$ cat src/rtl/rr_arbiter_weighted_slice_if.sv
// Request/grant bundle between N bus masters and the weighted round-robin arbiter.
// The master side drives requests and slice lengths; the arbiter returns the grant.
interface rr_arbiter_weighted_slice_if #(
  parameter int N       = 4,
  parameter int SLICE_W = 4,
  parameter int IDW     = $clog2(N)
);
  logic [N-1:0]         REQ;
  logic [N*SLICE_W-1:0] SLICE;
  logic [N-1:0]         GNT;
  logic                 GNT_VLD;
  logic [IDW-1:0]       GNT_ID;

  modport master (output REQ, SLICE, input GNT, GNT_VLD, GNT_ID);
  modport slave  (input REQ, SLICE, output GNT, GNT_VLD, GNT_ID);
endinterface

$ cat src/rtl/rr_arbiter_weighted_slice.sv
// N-way round-robin arbiter; each grantee keeps the resource for its own
// programmable slice, or hands it over early when its request drops.
module rr_arbiter_weighted_slice #(
  parameter int N       = 4,
  parameter int SLICE_W = 4,
  parameter int IDW     = $clog2(N)
) (
  input logic clk,
  input logic rst,
  rr_arbiter_weighted_slice_if.slave bus
);

  typedef enum logic {IDLE, GRANT} state_t;

  state_t               state_q, state_d;
  logic [N-1:0]         gnt_q, gnt_d;
  logic [IDW-1:0]       ptr_q, ptr_d;
  logic [IDW-1:0]       id_q, id_d;
  logic [SLICE_W-1:0]   cnt_q, cnt_d;
  logic                 vld_q;

  logic                 found;
  logic [IDW-1:0]       win;
  logic [SLICE_W-1:0]   slice_win;
  logic [SLICE_W-1:0]   cnt_load;
  logic                 take;

  // Scan starts one past the last grantee, so the current grantee is naturally
  // the last candidate; when it has dropped its request it cannot win anyway.
  always_comb begin
    found = 1'b0;
    win   = '0;
    for (int k = 0; k < N; k++) begin
      int idx;
      idx = int'(ptr_q) + 1 + k;
      if (idx >= N) idx = idx - N;
      if (!found && bus.REQ[idx]) begin
        found = 1'b1;
        win   = IDW'(idx);
      end
    end
  end

  assign slice_win = bus.SLICE[win*SLICE_W +: SLICE_W];
  assign cnt_load  = (slice_win == '0) ? '0 : slice_win - SLICE_W'(1);

  always_comb begin
    state_d = state_q;
    gnt_d   = gnt_q;
    ptr_d   = ptr_q;
    id_d    = id_q;
    cnt_d   = cnt_q;
    take    = 1'b0;
    case (state_q)
      IDLE: begin
        if (found) take = 1'b1;
      end
      GRANT: begin
        if (!bus.REQ[ptr_q]) begin
          if (found) begin
            take = 1'b1;
          end else begin
            state_d = IDLE;
            gnt_d   = '0;
            id_d    = '0;
            cnt_d   = '0;
          end
        end else if (cnt_q == '0) begin
          take = 1'b1;
        end else begin
          cnt_d = cnt_q - SLICE_W'(1);
        end
      end
      default: state_d = IDLE;
    endcase
    // A new grant samples the winner's slice exactly once.
    if (take) begin
      state_d    = GRANT;
      gnt_d      = '0;
      gnt_d[win] = 1'b1;
      ptr_d      = win;
      id_d       = win;
      cnt_d      = cnt_load;
    end
  end

  always_ff @(posedge clk) begin
    if (rst) begin
      state_q <= IDLE;
      gnt_q   <= '0;
      ptr_q   <= IDW'(N - 1);
      id_q    <= '0;
      cnt_q   <= '0;
      vld_q   <= 1'b0;
    end else begin
      state_q <= state_d;
      gnt_q   <= gnt_d;
      ptr_q   <= ptr_d;
      id_q    <= id_d;
      cnt_q   <= cnt_d;
      vld_q   <= |gnt_d;
    end
  end

  assign bus.GNT     = gnt_q;
  assign bus.GNT_VLD = vld_q;
  assign bus.GNT_ID  = id_q;

endmodule

$ cat src/flat_wrapper.sv
// flat-port wrapper written by rule: the top's interface ports become plain ports
module rr_arbiter_weighted_slice_flat 
#(
  parameter int N       = 4,
  parameter int SLICE_W = 4,
  parameter int IDW     = $clog2(N)
)
  (clk, rst, bus_REQ, bus_SLICE, bus_GNT, bus_GNT_VLD, bus_GNT_ID);
  rr_arbiter_weighted_slice_if #(.N(N), .SLICE_W(SLICE_W), .IDW(IDW)) bus_i ();
  input logic clk;
  input logic rst;
  input wire logic [$bits(bus_i.REQ)-1:0] bus_REQ;
  input wire logic [$bits(bus_i.SLICE)-1:0] bus_SLICE;
  output wire logic [$bits(bus_i.GNT)-1:0] bus_GNT;
  output wire logic [$bits(bus_i.GNT_VLD)-1:0] bus_GNT_VLD;
  output wire logic [$bits(bus_i.GNT_ID)-1:0] bus_GNT_ID;
  assign bus_i.REQ = bus_REQ;
  assign bus_i.SLICE = bus_SLICE;
  assign bus_GNT = bus_i.GNT;
  assign bus_GNT_VLD = bus_i.GNT_VLD;
  assign bus_GNT_ID = bus_i.GNT_ID;
  rr_arbiter_weighted_slice #(.N(N), .SLICE_W(SLICE_W), .IDW(IDW)) u_core (.clk(clk), .rst(rst), .bus(bus_i));
endmodule
$ cat config.mk
export PLATFORM = sky130hd
export DESIGN_NAME = rr_arbiter_weighted_slice_flat
export DESIGN_NICKNAME = d
export VERILOG_FILES = /design/src/rtl/rr_arbiter_weighted_slice_if.sv /design/src/rtl/rr_arbiter_weighted_slice.sv /design/src/flat_wrapper.sv
export SDC_FILE = /design/constraint.sdc
export NUM_CORES = 1
export LEC_CHECK = 0
export ABC_CLOCK_PERIOD_IN_PS = 3150
export CAP_MARGIN = 40
export CORE_MARGIN = 1
export CORE_UTILIZATION = 35
export DETAILED_ROUTE_END_ITERATION = 7
export PLACE_DENSITY = 0.58
export SETUP_SLACK_MARGIN = 0.02
export SLEW_MARGIN = 20
export SYNTH_ARGS = -nofsm -noshare
export SYNTH_HDL_FRONTEND = slang
export SYNTH_SLANG_ARGS = --single-unit
$ cat constraint.sdc
create_clock -name clk -period 3.15 [get_ports clk]
set_input_delay 0.315 -clock clk [delete_from_list [all_inputs] [get_ports clk]]
set_output_delay 0.315 -clock clk [all_outputs]
set_load 0.01 [all_outputs]
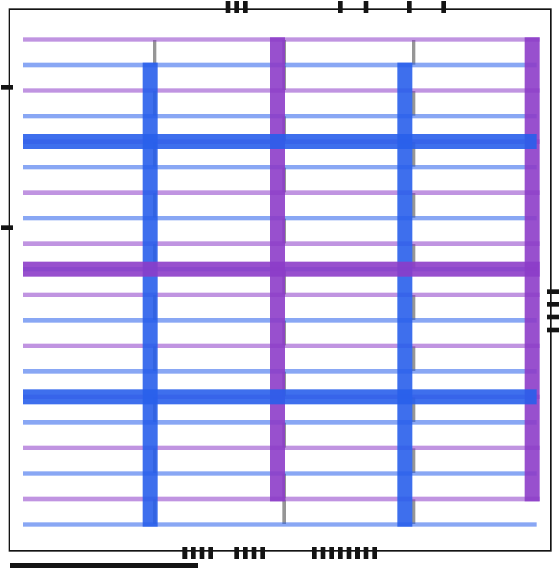
**Above:** floorplan with the power grid.
The bar under the picture is 20 um long. Pins as bars on the die edge. Tap cells in gray.
legend:
  purple:
    net: VDD
  blue:
    net: VSS
met1 rails: 20
tap cells: 31
core area: 0.00283 mm2
Die W: 57.5 um

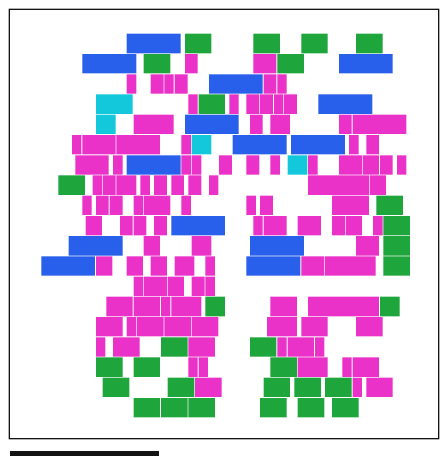
**Above:** cell classes on the final placement.
The bar under the picture is 20 um long.
legend:
  blue:
    class: registers
    cells: 14
    share_of_their_area: 20%
  magenta:
    class: remaining logic cells
    cells: 109
    share_of_their_area: 55%
  green:
    class: remaining buffers and delay cells
    cells: 30
    share_of_their_area: 22%
  cyan:
    class: clock drivers and dummy loads
    cells: 4
    share_of_their_area: 2.6%
FP Rows: 19
cell area after layout: 0.00141 mm2
Final Util: 0.498

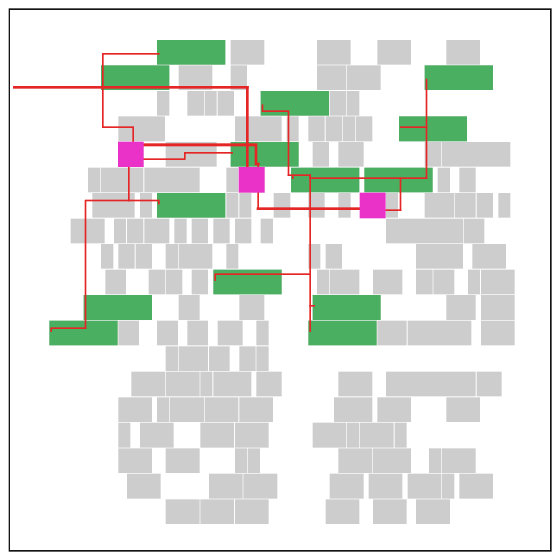
**Above:** clock distribution.
legend:
  green:
    item: flip-flops
    count: 14
  red:
    item: clock wires
    length: 203 um
  magenta:
    item: clock-net drivers
    count: 3
routed clock nets: 4
Clk Latency, worst-skew pair: 0.28 ns
Layout Skew: 0.00819 ns
Clock Power Share: 0.164
Clock group: 0.131 mW

## cells in the final DEF (no fill, tap or decap), drive strengths merged, types with 2 or more instances in the layout
master	n
inv	7
o211ai	2
nor3b	2
nor2	21
ha	2
or3	2
nor3	3
mux2	3
clkbuf	4
o21ai	5
or2	2
nand2b	4
o22ai	2
clkdlybuf4s50	28
dfxtp	14
nand2	8
a21oi	15
nand3	3
buf	2
mux2i	15
## kinds of logic (layout without fill, tap and decap cells)
kind of cell | after synthesis | count (layout) | share of synthesized area
flops | 14 | 14 | 0.260
fa+ha+maj | 2 | 2 | 0.0232
compound gates | 33 | 33 | 0.235
mux | 19 | 19 | 0.191
buf+inv | 11 | 41 | 0.0614
simple gates | 48 | 48 | 0.229
## final cells by class
class	count	share of cell area
Multi-Input combinational cell	102	0.520
Timing Repair Buffer	30	0.209
Sequential cell	14	0.199
Tap cell	31	0.0275
Clock buffer	4	0.0257
Inverter	7	0.0186
## through the flow
step	utilization	total power [mW]	hold WS [ns]	area [um2]
floorplan	-	0.555	0.384	1080
global placement	0.486	0.672	0.446	1370
detailed placement	0.486	0.673	0.466	1370
CTS	0.498	0.809	0.478	1410
global route	0.498	0.866	0.494	1410
finish	0.498	0.800	0.470	1410
## cell usage after synthesis
master     count  area (um2)
nor2_1        21        78.8
a21oi_1       15        75.1
mux2i_1       15         150
dfxtp_1       14         280
nand2_1        8        30.0
inv_1          6        22.5
o21ai_0        4        20.0
mux2_2         3        33.8
nand2b_1       3        18.8
nand3_1        3        15.0
nor3_1         3        15.0
buf_6          2        22.5
ha_1           2        25.0
o211ai_1       2        15.0
o22ai_1        2        12.5
or3_1          2        12.5
a2111oi_2      1        15.0
a211o_1        1        8.76
a211oi_4       1        20.0
a221oi_1       1        8.76
a22o_1         1        8.76
a311oi_4       1        26.3
a41oi_1        1        8.76
clkbuf_1       1        3.75
clkbuf_8       1        13.8
inv_2          1        3.75
mux4_2         1        22.5
nand2b_4       1        13.8
nand3b_1       1        7.51
nor3b_1        1        7.51
nor3b_4        1        18.8
nor4_1         1        6.26
o21ai_2        1        8.76
o311ai_2       1        16.3
o32a_1         1        10.0
or2_2          1        6.26
or2_4          1        8.76
or4_2          1        8.76
## where the power goes
group	total (mW)	switching [mW]	leakage [nW]	internal [mW]
clock network	0.131	0.0605	0.0210	0.0704
logic	0.405	0.202	0.430	0.203
registers	0.265	0.0450	0.116	0.220
total	0.800	0.307	0.568	0.493
## metal layers
| layer | vias up | share of wire | track usage |
|---|---|---|---|
| li1 | 525 | - | - |
| met1 | 461 | 0.50 | 0.243 |
| met2 | 18 | 0.45 | 0.261 |
| met3 | 4 | 0.040 | 0.0476 |
| met4 | 0 | 0.012 | 0.0453 |
| met5 | - | 0 | 0 |
## flip-flops by register name, indices dropped and copies added, names as in the netlist
name and flops:
u_core.ptr_q 2, u_core.bus.GNT 4, u_core.cnt_q 4, u_core.bus.GNT_VLD 1
u_core.bus.GNT_ID 2, u_core.state_q 1
## critical path, cell delays in order
cell and delay (ns):
clkdlybuf4s50_1 0.53, or2_4 0.31, a311oi_4 0.23, buf_4 0.28, mux2i_1 0.12, mux2_2 0.29, a221oi_1 0.39, a2111oi_2 0.08
==> results.py <==
# Physical implementation metrics
metrics = {
    "status": {
        "status": "complete, but fails checks",
        "failed_checks": "DRC",
    },
    "hold_path": {
        "min_from": "u_core.bus.GNT_ID[1]",
        "hold_path.class": "reg -> reg",
        "holdPathEnd": "u_core.bus.GNT_ID[1]",
    },
    "setup_path": {
        "path_max_fanout": 14,
        "criticalPathCategory": "in -> reg",
        "crit_path_end": "u_core.cnt_q[1]",
        "r2r_slack_ns": 0.88,
        "end_kind": "flip-flop",
        "cp.required_ns": 3.29,
        "rr_endpoint": "u_core.cnt_q[1]",
        "r2r-start": "u_core.ptr_q[1]",
    },
    "grt": {
        "grt_max_degree": 17,
        "grt_antenna_before_repair": 0,
        "grt-ovfl-total": 0,
        "grt.total_usage": 0.173,
    },
    "timing": {
        "tightest_slew_ns": 0.623,
        "fin_ws_ns": 0.729,
        "rsz0062_at_grt": "false",
        "fin_crit_sh": 0.769,
        "min_period_ns": 2.42,
        "tns_ns": 0,
        "hold_viol": 0,
        "slew_viol_final": 0,
        "finalSetupViolCount": 0,
        "fmax_mhz": 413,
    },
    "place": {
        "dp.cells": 184,
        "port_buffers": 28,
        "gp_congestion": 0.953,
        "place_hpwl_um": 2020,
        "dp_slack_ns": 0.441,
    },
    "floorplan": {
        "die-area_mm2": 0.00331,
        "fp_util": 0.382,
        "io-pin-count": 29,
    },
    "clock_network": {
        "cts.clk_slew.worst_paths_ns": 0.08,
        "htreeDepth": 1,
        "cts_tree": "done",
        "post-cts-setup-buffer-count": 0,
        "cts_buffers": 3,
        "clock-sinks": 14,
        "ctsResizeCount": 0,
    },
    "route": {
        "antenna_left": 0,
        "drt-total-wl_um": 2550,
        "drtPass1Iterations": 6,
        "routedWlPerCell_um": 13.6,
        "drc_errors": 1,
        "vias": 1008,
    },
    "finish": {
        "nNetsFinal": 182,
        "antenna_cells": 0,
        "logic_area_um2": 733,
        "instances_no_fill": 188,
        "flop_area_um2": 280,
        "final.fill_count": 287,
    },
    "synth": {
        "syn-num-nets": 151,
        "ys_seq_share": 0.260,
        "synth.distinct_cells": 38,
        "ys_area_mm2": 0.00108,
        "yosysCellCount": 127,
        "postSynthAreaPerCell_um2": 8.50,
        "syn_inst": 127,
        "yosysWarnings": 0,
    },
    "job": {
        "maxCapViolations": 0,
    },
    "power": {
        "vdd_drop_max_mv": 0.310,
        "power_density_mw_per_mm2": 568,
    },
}
Power figures rest on the tool's default switching activity, not on a simulated workload.
